**Close-up of the layout**

Region (37, 40) to (87, 90) µm. Cells in gray, sequential cells in the stronger gray; small squares are vias.
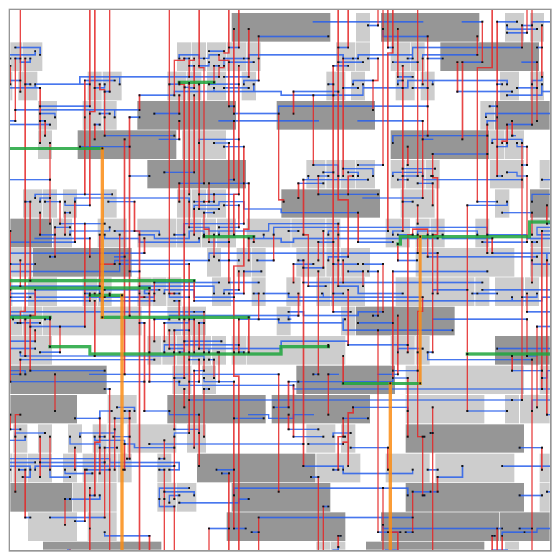
**Drive-strength map**

Scale: 2 px per µm.
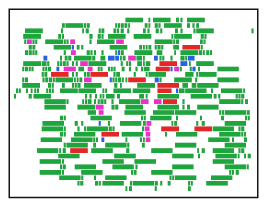
**Routed metal per tile**

Scale: 3 px per µm. 25 x 19 tiles, from dark purple (low) to yellow (high), scaled to the fullest tile. Values are wire area over tile area, all layers added.
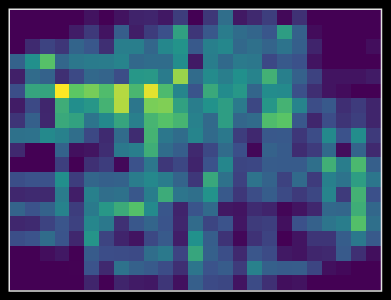
File: src/rtl/fetch_unit.sv
// fetch_unit: instruction fetch with one outstanding read and a DEPTH-entry prefetch queue.
// Define FETCH_PERF_EN to add saturating fetch_count/drop_count outputs.
module fetch_unit #(
    parameter int          DEPTH    = 2,
    parameter logic [15:0] RESET_PC = 16'h0000
) (
    input  logic        clk,
    input  logic        reset,
    output logic        mem_req,
    output logic [15:0] mem_addr,
    input  logic        mem_ack,
    input  logic [15:0] mem_rdata,
    input  logic        redirect,
    input  logic [15:0] redirect_pc,
    output logic        instr_valid,
    output logic [15:0] instr,
    output logic [15:0] instr_pc,
`ifdef FETCH_PERF_EN
    output logic [15:0] fetch_count,
    output logic [15:0] drop_count,
`endif
    input  logic        instr_ready
);
    localparam int PW = $clog2(DEPTH);
    localparam logic [PW:0] FULL = (PW+1)'(DEPTH);
    typedef enum logic [1:0] {IDLE, REQ, DROP} state_t;
    state_t        state, state_nxt;
    logic [15:0]   fetch_pc, drop_addr;
    logic [15:0]   q_instr [DEPTH];
    logic [15:0]   q_pc [DEPTH];
    logic [PW-1:0] rd_ptr, wr_ptr;
    logic [PW:0]   count, cnt_nxt;
    logic          push, pop, room;
    assign mem_req     = state != IDLE;
    assign mem_addr    = state == DROP ? drop_addr : fetch_pc;
    assign instr_valid = count != '0;
    assign instr       = instr_valid ? q_instr[rd_ptr] : 16'hF000;
    assign instr_pc    = instr_valid ? q_pc[rd_ptr] : 16'h0000;
    // A redirect restarts fetch at once unless the old read is still pending.
    always_comb begin
        pop       = instr_valid & instr_ready & ~redirect;
        push      = (state == REQ) & mem_ack & ~redirect;
        cnt_nxt   = redirect ? '0 : count + (PW+1)'(push) - (PW+1)'(pop);
        room      = cnt_nxt != FULL;
        state_nxt = state;
        if (redirect)
            state_nxt = (state != IDLE && !mem_ack) ? DROP : REQ;
        else if (state == IDLE)
            state_nxt = room ? REQ : IDLE;
        else if (mem_ack)
            state_nxt = (state == REQ && room) ? REQ : IDLE;
    end
    always_ff @(posedge clk or posedge reset) begin
        if (reset) begin
            state     <= IDLE;
            fetch_pc  <= RESET_PC;
            drop_addr <= '0;
            rd_ptr    <= '0;
            wr_ptr    <= '0;
            count     <= '0;
        end else begin
            state <= state_nxt;
            count <= cnt_nxt;
            if (redirect) begin
                fetch_pc <= redirect_pc & 16'hFFFE;
                rd_ptr   <= '0;
                wr_ptr   <= '0;
                if (state == REQ)
                    drop_addr <= fetch_pc;
            end else begin
                if (push) begin
                    fetch_pc <= fetch_pc + 16'd2;
                    wr_ptr   <= wr_ptr + PW'(1);
                end
                if (pop)
                    rd_ptr <= rd_ptr + PW'(1);
            end
        end
    end
    always_ff @(posedge clk) begin
        if (push) begin
            q_instr[wr_ptr] <= mem_rdata;
            q_pc[wr_ptr]    <= fetch_pc;
        end
    end
`ifdef FETCH_PERF_EN
    logic drop_ack;
    assign drop_ack = mem_ack & ((state == DROP) | (redirect & (state == REQ)));
    always_ff @(posedge clk or posedge reset) begin
        if (reset) begin
            fetch_count <= '0;
            drop_count  <= '0;
        end else begin
            if (push && fetch_count != 16'hFFFF)
                fetch_count <= fetch_count + 16'd1;
            if (drop_ack && drop_count != 16'hFFFF)
                drop_count <= drop_count + 16'd1;
        end
    end
`endif
endmodule
File: config.mk
export PLATFORM = sky130hd
export DESIGN_NAME = fetch_unit
export DESIGN_NICKNAME = d
export VERILOG_FILES = /design/src/rtl/fetch_unit.sv
export SDC_FILE = /design/constraint.sdc
export NUM_CORES = 1
export LEC_CHECK = 0
export ABC_AREA = 1
export CAP_MARGIN = 20
export CORE_ASPECT_RATIO = 0.75
export CORE_MARGIN = 1.5
export CORE_UTILIZATION = 40
export CTS_CLUSTER_DIAMETER = 80
export DETAILED_ROUTE_END_ITERATION = 8
export DONT_BUFFER_PORTS = 1
export GPL_ROUTABILITY_DRIVEN = 1
export PLACE_DENSITY = 0.59
export SYNTH_ARGS = -nofsm -noshare
export SYNTH_HDL_FRONTEND = slang
export SYNTH_SLANG_ARGS = --single-unit
File: constraint.sdc
create_clock -name clk -period 2.67 [get_ports clk]
set_input_delay 0.801 -clock clk [delete_from_list [all_inputs] [get_ports clk]]
set_output_delay 0.801 -clock clk [all_outputs]
set_load 0.005 [all_outputs]
==> results.json <==
{
  "status": "completed",
  "drive_gt1_share_pct": 10.51,
  "power_w": 0.003725,
  "grt.total_usage_pct": 17.12,
  "initCoreUtil_pct": 41.73,
  "fin_nets": 482,
  "min_period_over_period_pct": 84.83,
  "clk-insertion-delay-late_ns": 0.34,
  "first_global_vias": 2826,
  "p_sw_w": 0.001038,
  "holdBufCountCts": 0,
  "netlist.area_leader.share_pct": 42.70,
  "setup-tns-final_ns": 0,
  "async_reset_ff_share_pct": 36.73,
  "io_pins": 87,
  "num-multi-input-gates": 286,
  "power_density_mw_per_mm2": 768.2,
  "rr_worst_depth": 13,
  "pwr-share-seq_pct": 51.1,
  "ant_nets": 0,
  "via_per_inst": 5.072,
  "cts-resized-gates": 0,
  "edf_count": 62,
  "numCtsBuffers": 9,
  "arrival_ns": 1.46,
  "ys_ff": 98,
  "cts_setup_buffers": 0,
  "buf_share_pct": 2.219,
  "setup_viol": 0,
  "wl_met2_um": 4346,
  "aoi_share_pct": 9.240,
  "cts_tree": "done",
  "fin_crit_ns": 2.265,
  "regMostFlops": "q_instr",
  "fill_cells": 964,
  "ys_sh_adder_pct": 0.8608,
  "top_power_group": "registers",
  "grt_use_met2_pct": 26.76,
  "synth.area.mux_share_pct": 0,
  "cp_top_family": "flip-flops",
  "largest_reg_flops": 32,
  "drt_iter0_drc": 157,
  "cp-end-kind": "primary output",
  "pwr-share-comb_pct": 15.6,
  "numPortBuffers": 0,
  "die_height_um": 93.42,
  "netlist_logic_family_top": "simple AND/OR/NAND/NOR gates",
  "nClkBuffers": 9,
  "lay_top_cells": "130 x nand2_1, 62 x edfxtp_1, 47 x a21oi_1",
  "drv_slew": 0,
  "root_buffer": "clkbuf_16",
  "sh_comb_area_pct": 28.62,
  "critical_path_buf_inv_count": 2,
  "clk_pin_slew_ns": 0.06,
  "dominant_cells": "flip-flops and latches",
  "dpl_cell_area_mm2": 0.004563,
  "grt_use_met1_pct": 22.66,
  "cts_max_level": 3,
  "slowest_delay_ns": 0.43,
  "seq_cells": 98,
  "diodes": 0,
  "skew_ns": 0.004585,
  "wirelength_met1_um": 4156,
  "startpoint_type": "register",
  "finalWirelength_um": 9304,
  "netlist_area_mm2": 0.004360,
  "place_hpwl_um": 6438,
  "max_freq_mhz": 441.5,
  "yosysUniqueCellTypes": 32,
  "ys.flop_type": "edfxtp_1",
  "dp_cells": 567,
  "antenna_found_initial": 0,
  "wire_per_inst_um": 15.96,
  "endpoint": "mem_addr[1]",
  "reg2reg_slack_ns": 0.68,
  "tap-cell-count": 136,
  "setup_ws_ns": 0.4050,
  "syn_area_per_cell_um2": 9.955,
  "min-delay-path-class": "in -> async",
  "die_w_um": 123.6,
  "sw_frac_of_total_pct": 27.87,
  "overflow": 0,
  "gr-max-usage-layer": "met2",
  "seq_area_mm2": 0.002763,
  "signal_buffers": 11,
  "top_cell": "nand2_1",
  "design_area_mm2": 0.004848,
  "fp.coreArea_mm2": 0.01045,
  "yosysTopAreaCell": "edfxtp_1",
  "place_ws_ns": 0.3653,
  "num_vias": 2957,
  "path_depth": 5,
  "ys_seq_share_pct": 63.36,
  "crit_start": "state[0]$_DFFE_PP0P_",
  "vdd_drop_max_v": 0.0003489,
  "seq_share_pct": 56.98,
  "reg2reg_from": "state[1]$_DFFE_PP0P_",
  "die_area_mm2": 0.01154,
  "lay_top_count": "nand2_1",
  "reg2reg_to": "state[0]$_DFFE_PP0P_",
  "cp_cell_sequence": "inv_1 -> nand2_1 -> buf_4 -> nor2_1 -> a21oi_1",
  "place_congestion": 0.7948,
  "yosysWarnings": 0,
  "reg_top3": "q_instr (32), q_pc (30)",
  "drc": 0,
  "slowest_stage": "dfrtp_1",
  "wl_met3_um": 723,
  "detail_route.first_pass.iterations": 5,
  "syn_to_final_growth_pct": 11.19,
  "powerComb_w": 0.000583,
  "p_int_w": 0.002687,
  "final_hold_viol_count": 0,
  "common_cells": "130 x nand2_1, 62 x edfxtp_1, 47 x a21oi_1, 36 x dfrtp_1, 31 x nor2_1",
  "p_leak_nw": 1.966,
  "cts.path.max_buffers": 2,
  "worstSetupPathType": "reg -> out",
  "grt_pass1_wl_um": 14840,
  "yosys_area_mm2": 0.004360,
  "hold-worst-slack_ns": 0.4542,
  "rsz0062_at_grt": "false",
  "grt_use_met3_pct": 6.951,
  "fin_cells": 583,
  "power_clock_w": 0.00124
}
About 'close-up of the layout':
- met3: green
- met1: blue
- met4: orange
- met2: red
- netlist names of flops here include: `fetch_pc` (9), `drop_addr` (7), `q_pc` (5)
- sequential cells in the window: 25
- most frequent: nand2_1 (34), nor2_1 (20), dfrtp_1 (20)
- cells with their middle in the window: 166

About 'drive-strength map':
- drive 3 to 4: magenta (cells 18; most used buf_4)
- drive 6 and up: red (cells 13; most used clkbuf_16)
- drive 1 or less: green (cells 400; most used nand2_1)
- drive 2: blue (cells 16; most used inv_2)

About 'routed metal per tile':
- tiles over half the peak: 12%
- emptiest ninth of the die: north-east
- nearly empty tiles: 13%
- fullest tile: 0.48
- mean over tiles: 0.13

No activity file was given, so power comes from the tool's default toggle rates.
